$ cat config.mk
export PLATFORM = sky130hd
export DESIGN_NAME = famicom_bus_master
export DESIGN_NICKNAME = d
export VERILOG_FILES = /design/src/rtl/famicom_bus_pkg.sv /design/src/rtl/famicom_bus_m2_phase_gen.sv /design/src/rtl/famicom_bus_master.sv
export SDC_FILE = /design/constraint.sdc
export NUM_CORES = 1
export LEC_CHECK = 0
export CORE_UTILIZATION = 40
export CTS_CLUSTER_SIZE = 12
export DETAILED_ROUTE_END_ITERATION = 12
export PLACE_DENSITY = 0.77
export SYNTH_ARGS = -nofsm -noshare
export SYNTH_HDL_FRONTEND = slang
export SYNTH_SLANG_ARGS = --single-unit
$ cat constraint.sdc
create_clock -name clk -period 2.35 [get_ports clk]
set_clock_uncertainty 0.2 [all_clocks]
set_input_delay 0.3525 -clock clk [delete_from_list [all_inputs] [get_ports clk]]
set_output_delay 0.3525 -clock clk [all_outputs]
set_load 0.02 [all_outputs]
$ cat src/rtl/famicom_bus_pkg.sv
// Shared types and constants for the Famicom cartridge bus master.
package famicom_bus_pkg;

    typedef enum logic [2:0] {
        IDLE,
        C_LOW,
        C_HIGH,
        P_SETUP,
        P_STROBE,
        P_HOLD
    } bus_state_e;

    localparam int ROMSEL_A15     = 15;
    localparam int M2_DIV_DEF     = 12;
    localparam int PPU_STROBE_DEF = 4;

endpackage

$ cat src/rtl/famicom_bus_m2_phase_gen.sv
// Free-running m2 (phi2) generator: low for the first half of the period, high for the second.
module m2_phase_gen #(
    parameter  int M2_DIV = 12,
    localparam int CW     = $clog2(M2_DIV)
) (
    input  logic          clk,
    input  logic          reset_n,
    output logic [CW-1:0] cnt_o,
    output logic          m2_o,
    output logic          last_clk_o
);

    localparam logic [CW-1:0] LAST = CW'(M2_DIV - 1);
    localparam logic [CW-1:0] HALF = CW'(M2_DIV / 2);

    logic [CW-1:0] cnt_q, cnt_d;
    logic          m2_q, m2_d;

    always_comb begin
        cnt_d = (cnt_q == LAST) ? '0 : cnt_q + 1'b1;
        // m2 is registered from the next count so it is glitch-free and aligned to cnt
        m2_d  = (cnt_d >= HALF);
    end

    always_ff @(posedge clk) begin
        if (!reset_n) begin
            cnt_q <= '0;
            m2_q  <= 1'b0;
        end else begin
            cnt_q <= cnt_d;
            m2_q  <= m2_d;
        end
    end

    assign cnt_o      = cnt_q;
    assign m2_o       = m2_q;
    assign last_clk_o = (cnt_q == LAST);

endmodule

$ cat src/rtl/famicom_bus_master.sv
// Turns a valid/ready request stream into Famicom CPU/PPU cartridge bus cycles.
module famicom_bus_master
    import famicom_bus_pkg::*;
#(
    parameter int M2_DIV     = M2_DIV_DEF,
    parameter int PPU_STROBE = PPU_STROBE_DEF
) (
    input  logic        clk,
    input  logic        reset_n,
    input  logic        req_valid,
    output logic        req_ready,
    input  logic        req_is_ppu,
    input  logic        req_write,
    input  logic [15:0] req_addr,
    input  logic [7:0]  req_wdata,
    output logic        rsp_valid,
    output logic [7:0]  rsp_rdata,
    output logic        m2,
    output logic        romsel,
    output logic        cpu_rw,
    output logic [14:0] cpu_addr,
    output logic [7:0]  cpu_data_o,
    output logic        cpu_data_oe,
    input  logic [7:0]  cpu_data_i,
    output logic        ppu_rd,
    output logic        ppu_wr,
    output logic [13:0] ppu_addr,
    output logic [7:0]  ppu_data_o,
    output logic        ppu_data_oe,
    input  logic [7:0]  ppu_data_i,
    input  logic        irq_n,
    output logic        irq_level
);

    localparam int CW = $clog2(M2_DIV);
    localparam int SW = (PPU_STROBE > 1) ? $clog2(PPU_STROBE) : 1;
    localparam logic [CW-1:0] HALF_M1  = CW'(M2_DIV / 2 - 1);
    localparam logic [SW-1:0] STB_LAST = SW'(PPU_STROBE - 1);

    bus_state_e    state_q, state_d;
    logic [CW-1:0] cnt;
    logic          m2_w;
    logic          last_clk;
    logic [SW-1:0] scnt_q, scnt_d;
    logic          wr_q, wr_d;
    logic          a15_q, a15_d;
    logic [14:0]   cpu_addr_q, cpu_addr_d;
    logic [13:0]   ppu_addr_q, ppu_addr_d;
    logic [7:0]    wdata_q, wdata_d;
    logic          rsp_valid_q, rsp_valid_d;
    logic [7:0]    rdata_q, rdata_d;
    logic          irq_s1_q, irq_lvl_q;
    logic          cpu_slot;
    logic          accept;

    m2_phase_gen #(
        .M2_DIV     (M2_DIV)
    ) u_phase (
        .clk        (clk),
        .reset_n    (reset_n),
        .cnt_o      (cnt),
        .m2_o       (m2_w),
        .last_clk_o (last_clk)
    );

    // The read-sample clk of a CPU cycle doubles as the next CPU accept slot
    assign cpu_slot  = last_clk & ((state_q == IDLE) | (state_q == C_HIGH));
    assign req_ready = req_is_ppu ? (state_q == IDLE) : cpu_slot;
    assign accept    = req_valid & req_ready;

    always_comb begin
        state_d     = state_q;
        scnt_d      = scnt_q;
        wr_d        = wr_q;
        a15_d       = a15_q;
        cpu_addr_d  = cpu_addr_q;
        ppu_addr_d  = ppu_addr_q;
        wdata_d     = wdata_q;
        rsp_valid_d = 1'b0;
        rdata_d     = 8'h00;

        if (accept) begin
            wr_d    = req_write;
            wdata_d = req_wdata;
            if (req_is_ppu) begin
                ppu_addr_d = req_addr[13:0];
            end else begin
                cpu_addr_d = req_addr[14:0];
                a15_d      = req_addr[ROMSEL_A15];
            end
        end

        unique case (state_q)
            IDLE: begin
                if (accept) state_d = req_is_ppu ? P_SETUP : C_LOW;
            end
            C_LOW: begin
                if (cnt == HALF_M1) state_d = C_HIGH;
            end
            C_HIGH: begin
                if (last_clk) begin
                    rsp_valid_d = 1'b1;
                    rdata_d     = wr_q ? 8'h00 : cpu_data_i;
                    state_d     = accept ? C_LOW : IDLE;
                end
            end
            P_SETUP: begin
                scnt_d  = '0;
                state_d = P_STROBE;
            end
            P_STROBE: begin
                if (scnt_q == STB_LAST) begin
                    rsp_valid_d = 1'b1;
                    rdata_d     = wr_q ? 8'h00 : ppu_data_i;
                    state_d     = P_HOLD;
                end else begin
                    scnt_d = scnt_q + 1'b1;
                end
            end
            P_HOLD: begin
                state_d = IDLE;
            end
            default: begin
                state_d = IDLE;
            end
        endcase
    end

    always_ff @(posedge clk) begin
        if (!reset_n) begin
            state_q     <= IDLE;
            scnt_q      <= '0;
            wr_q        <= 1'b0;
            a15_q       <= 1'b0;
            cpu_addr_q  <= '0;
            ppu_addr_q  <= '0;
            wdata_q     <= '0;
            rsp_valid_q <= 1'b0;
            rdata_q     <= '0;
            irq_s1_q    <= 1'b0;
            irq_lvl_q   <= 1'b0;
        end else begin
            state_q     <= state_d;
            scnt_q      <= scnt_d;
            wr_q        <= wr_d;
            a15_q       <= a15_d;
            cpu_addr_q  <= cpu_addr_d;
            ppu_addr_q  <= ppu_addr_d;
            wdata_q     <= wdata_d;
            rsp_valid_q <= rsp_valid_d;
            rdata_q     <= rdata_d;
            irq_s1_q    <= ~irq_n;
            irq_lvl_q   <= irq_s1_q;
        end
    end

    assign m2          = m2_w;
    // Idle periods keep decoding the last A15, like the CPU's dummy reads
    assign romsel      = ~(a15_q & m2_w);
    assign cpu_rw      = ~(wr_q & ((state_q == C_LOW) | (state_q == C_HIGH)));
    assign cpu_addr    = cpu_addr_q;
    assign cpu_data_o  = wdata_q;
    assign cpu_data_oe = wr_q & (state_q == C_HIGH);

    assign ppu_rd      = ~(~wr_q & (state_q == P_STROBE));
    assign ppu_wr      = ~(wr_q & (state_q == P_STROBE));
    assign ppu_addr    = ppu_addr_q;
    assign ppu_data_o  = wdata_q;
    assign ppu_data_oe = wr_q & ((state_q == P_SETUP) | (state_q == P_STROBE)
                                 | (state_q == P_HOLD));

    assign rsp_valid   = rsp_valid_q;
    assign rsp_rdata   = rdata_q;
    assign irq_level   = irq_lvl_q;

endmodule

==> run_1/layer_met4.png <==
Drawn at 4 px/um.
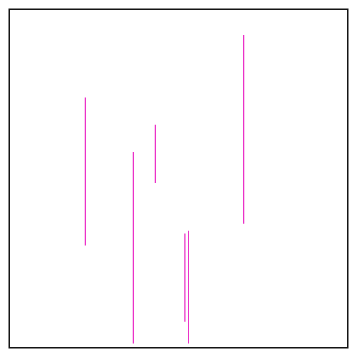
main direction: vertical
share of all routed wire: 2.8%
longest straight run: 47.6 um
wire length on this layer: 195 um
nets with wire on the layer: 5
Detailed Route WL: 6890 um
Vias: 2511

==> run_1/io_placement.png <==
Drawn at 4 px/um. Pins as bars across the die edge, other pins in grey.
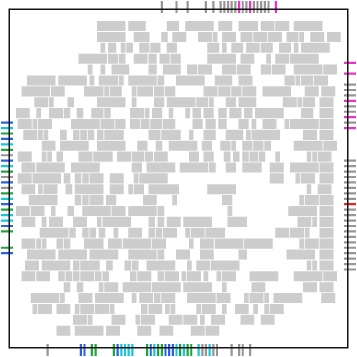
legend:
  `rsp_rdata`:
    colour: magenta
    pins: 8
    direction: output
    edge: 5 east, 3 north
  `req_addr`:
    colour: green
    pins: 16
    direction: input
    edge: 9 south, 7 west
  `req_write`:
    colour: red
    pins: 1
    direction: input
    edge: east
  `ppu_addr`:
    colour: blue
    pins: 14
    direction: output
    edge: 7 west, 7 south
  `cpu_addr`:
    colour: cyan
    pins: 15
    direction: output
    edge: 9 south, 6 west
Die Ht: 84.3 um
Die X: 84.3 um
port bufs: 108

==> run_1/wires.png <==
Drawn at 3 px/um. Only two layers are drawn.
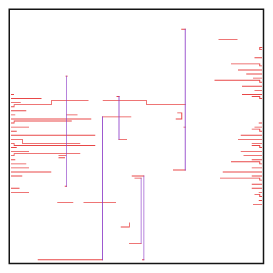
legend:
  metal 3:
    colour: red
    wire_length: 534 um
  metal 4:
    colour: purple
    wire_length: 195 um
gr usage total: 0.201
wire per inst: 14.1 um

==> run_1/logic_types.png <==
Drawn at 4 px/um.
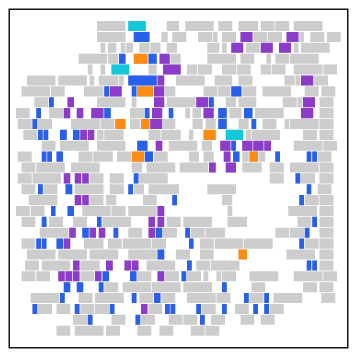
legend:
  and/or cells:
    colour: orange
    cells: 8
    most_used: or2_2
  fa/ha/maj cells:
    colour: cyan
    cells: 3
    most_used: ha_1
  nand cells:
    colour: blue
    cells: 83
    most_used: nand2_1
    where: spread over the die
  aoi and oai cells:
    colour: purple
    cells: 55
    most_used: a21oi_1
Comb/total area: 0.323
highest-count logic cell in the final layout: clkdlybuf4s50_1
Final Instance Count excl. Fillers: 489

==> impl_metrics.ini, run 1 <==
; synthesis and place-and-route metrics
[status]
outcome = complete, but fails checks
violations = DRC

[routing]
dr.pass1.iters = 8
ant_nets = 0
drc = 18
drt-met1-wl_um = 2840

[clocking]
post-cts-setup-buffers = 0
cts_tree = built
clock_path_buffers = 2
cts_made_buffers = 9

[setup_path]
required_ns = 1.80
r2r_cells = 6
crit_family = buffers and inverters
cp_num_buf_inv = 2

[worst_hold_path]
hold_depth = 1

[finish]
lay_top_cells = clkdlybuf4s50_1, dfxtp_1, nand2_1
syn2layout_area_growth_pct = 47.8
largest_reg_flops = 15
dominant_cells = logic gates

[yosys]
ys_ff = 60
ys_warn_count = 0
synth_nets = 350
ys_chip_area_sq_um = 2710
synth-main-ff-cell = dfxtp_1
netlist_instances = 301
topCellsByArea = dfxtp_1, mux2i_1, nand2_1

[timing]
rsz0062_at_grt = no
setup_tns_ns = 0
timing.hold.ws_ns = 0.233
fmax_mhz = 445

[global_routing]
grtUsageMet1 = 0.232
grt_pass1_wl_um = 11300

[power_and_ir_drop]
finalPower_mw = 2.30
pg_seq_mw = 1.08

[placement]
dpl_cell_area_sq_um = 3830
dp.cells = 474

[run]
drv_cap = 0

[die]
core_area_sq_um = 6420
io_pins = 109
[run 1: cell usage after synthesis (3+ instances only)]
cell type  number
inv_1           4
nand2b_1        5
nand2_1        57
nor2b_1         3
nand3_1        17
a21oi_1        17
a32oi_1         8
a211oi_1        3
clkbuf_1       13
nor4bb_1        3
nor2_1         15
clkbuf_8        3
buf_2           3
nor3b_1         3
buf_4           8
ha_1            3
o21ai_0        16
mux2i_1        26
dfxtp_1        60
[run 1: logic make-up after synthesis]
family          count (synthesis)  share of synthesized area
compound gates                 58                      0.137
simple gates                  118                      0.225
buf+inv                        35                     0.0809
xor+xnor                        1                    0.00324
fa+ha+maj                       3                     0.0139
flops                          60                      0.444
mux                            26                     0.0962
## Run 2: what changed since run 1
CTS_CLUSTER_DIAMETER = 40   (was not set)
==> run_2/clocks.png <==
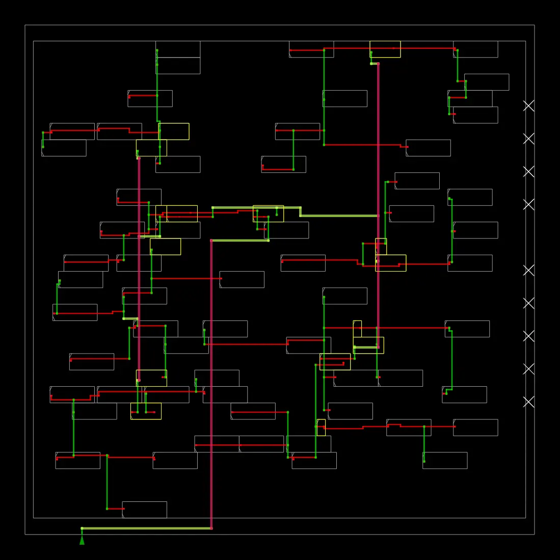
Clk. pwr: 0.817 mW
cts bufs inserted: 9

==> run_2/logic_types.png <==
Drawn at 4 px/um.
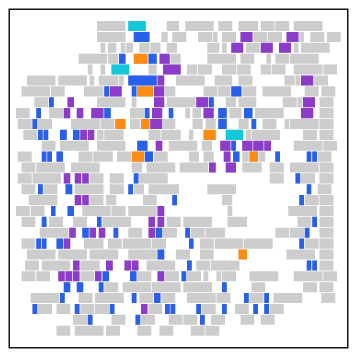
legend:
  aoi and oai cells:
    colour: purple
    cells: 55
    most_used: a21oi_1
  and/or cells:
    colour: orange
    cells: 8
    most_used: or2_2
  fa/ha/maj cells:
    colour: cyan
    cells: 3
    most_used: ha_1
  nand cells:
    colour: blue
    cells: 83
    most_used: nand2_1
    where: spread over the die

==> run 2 against run 1 <==
  * Total power unchanged
  * Synthesized area unchanged
  * Clock power about the same
  * Global-route usage unchanged
  * The flow still finishes with violations (DRC)
  * Utilization unchanged
  * Wire length unchanged
  * Non-clock buffer count unchanged
  * Sequential cell count unchanged
  * Largest power group unchanged
  * Sequential share of layout area unchanged
  * Combinational power about the same
==> impl_metrics.ini, run 2 <==
; synthesis and place-and-route metrics
[status]
outcome = complete, but fails checks
violations = DRC

[placement]
dpl_cell_area_sq_um = 3830
numPortBuffers = 108

[run]
drv_cap = 0

[routing]
drc = 18
drt_wl_total_um = 6890
dr_total_vias = 2511

[power_and_ir_drop]
finalPower_mw = 2.30

[yosys]
top_cell = dfxtp_1
synth-main-ff-cell = dfxtp_1
logic_family = simple AND/OR/NAND/NOR gates
synth_nets = 350
netlist_instances = 301
ys_ff = 60
top_cells_by_count = dfxtp_1, nand2_1, mux2i_1
synth-adder-area-share = 0.0139

[global_routing]
grt_use_total = 0.201
grt_pass1_wl_um = 11300

[timing]
rsz0062_at_grt = no

[finish]
comb_area_frac = 0.323
largest_reg_flops = 15
syn2layout_area_growth_pct = 47.8
instances_no_fill = 489

[setup_path]
crit_family = buffers and inverters
run 2: cell counts after synthesis:
Identical to the previous run, type by type.
run 2: power by group:
group | internal, mW | switching [mW]
Combinational | 0.201 | 0.204
Sequential | 1.05 | 0.0221
Clock | 0.432 | 0.385
run 2: layer usage:
layer / GRT usage / share of wire / wire (um) / up-vias
li1: - / - / - / 1253
met5: 0 / 0 / 0 / -
met4: 0.116 / 0.028 / 195 / 0
met1: 0.232 / 0.41 / 2840 / 1157
met3: 0.0610 / 0.077 / 533 / 15
met2: 0.330 / 0.48 / 3330 / 86
run 2: worst register-to-register path, cell delays in order, from the launching register on:
cell and delay, ns:
dfxtp_1 0.38, ha_1 0.18, buf_4 0.14, nand3b_4 0.10, nor4_4 0.27, buf_12 0.21, mux2i_1 0.21
==> run_2/wires.png <==
Drawn at 3 px/um. Only two layers are drawn.
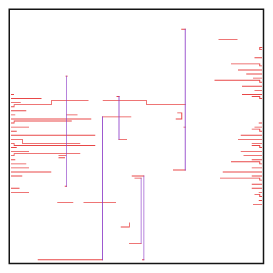

## Run 3: what changed since run 2
CORE_UTILIZATION = 43   (was 40)
PLACE_DENSITY = 0.82   (was 0.77)
==> run_3/wires.png <==
Drawn at 3 px/um. Only two layers are drawn.
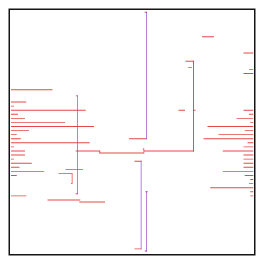
legend:
  metal 3:
    colour: red
    wire_length: 380 um
  metal 4:
    colour: purple
    wire_length: 154 um
gr usage total: 0.209
wire per inst: 14.0 um

==> run 3 against run 2 <==
  * Final area is 1.1% higher
  * Worst setup slack better by 0.0059 ns
  * Utilization is 5.2 points higher
  * Synthesized area stayed put
  * Sequential power hardly changed
  * The run now ends clean
  * Synthesized cell count stayed put
  * Largest cell class unchanged
  * Via count is 0.48% higher
==> impl_metrics.ini, run 3 <==
; synthesis and place-and-route metrics
[routing]
top_layer_used = met4
dr.pass1.iters = 4

[yosys]
logic_family = simple AND/OR/NAND/NOR gates
netlist_instances = 301
ys_chip_area_sq_um = 2710
synthMuxAreaShare = 0.0962

[timing]
timing.hold.ws_ns = 0.250
rsz0062_at_grt = no

[finish]
lay_top_cells = clkdlybuf4s50_1, dfxtp_1, nand2_1
mostFrequentLayoutCell = clkdlybuf4s50_1
largest_reg_flops = 15

[status]
outcome = completed

[power_and_ir_drop]
p_sw_frac = 0.256
power.switching_mw = 0.644
seqPwrFrac = 0.427
comb_power_share = 0.159

[setup_path]
r2r_cells = 6
required_ns = 1.80

[clocking]
cts_tree = built

[global_routing]
grt_use_met2 = 0.359
==> run_3/logic_types.png <==
Drawn at 4 px/um.
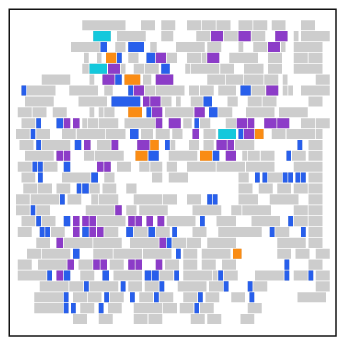
legend:
  fa/ha/maj cells:
    colour: cyan
    cells: 3
    most_used: ha_1
  aoi and oai cells:
    colour: purple
    cells: 55
    most_used: a21oi_1
  nand cells:
    colour: blue
    cells: 83
    most_used: nand2_1
    where: spread over the die
  and/or cells:
    colour: orange
    cells: 8
    most_used: or2_2
Final Instance Count excl. Fillers: 488
Comb/total area: 0.319

-- run 3: cell count changes in the layout (fill, tap and decap cells not counted), sizes merged --
| cell | before | now |
|---|---|---|
| clkinv | 2 | 1 |
| clkdlybuf4s50 | 103 | 102 |
| bufinv | 0 | 2 |
| clkinvlp | 0 | 3 |
| clkbuf | 14 | 11 |
| dlymetal6s2s | 1 | 2 |
-- run 3: how the worst max path moves through the flow --
stage / cells past startpoint / endpoint
final: 4 / ppu_wr
after global routing: 4 / ppu_wr
after CTS: 3 / ppu_rd
after detailed placement: 4 / req_ready
after global placement: 4 / req_ready
after floorplan: 4 / ppu_data_oe
-- run 3: repair_timing --
item,4_1_cts,5_1_grt
gates resized,3,4
endpoints found under the setup margin,3,3
gates cloned,0,0
hold endpoints to repair,0,0
No activity file was given, so power comes from the tool's default toggle rates.
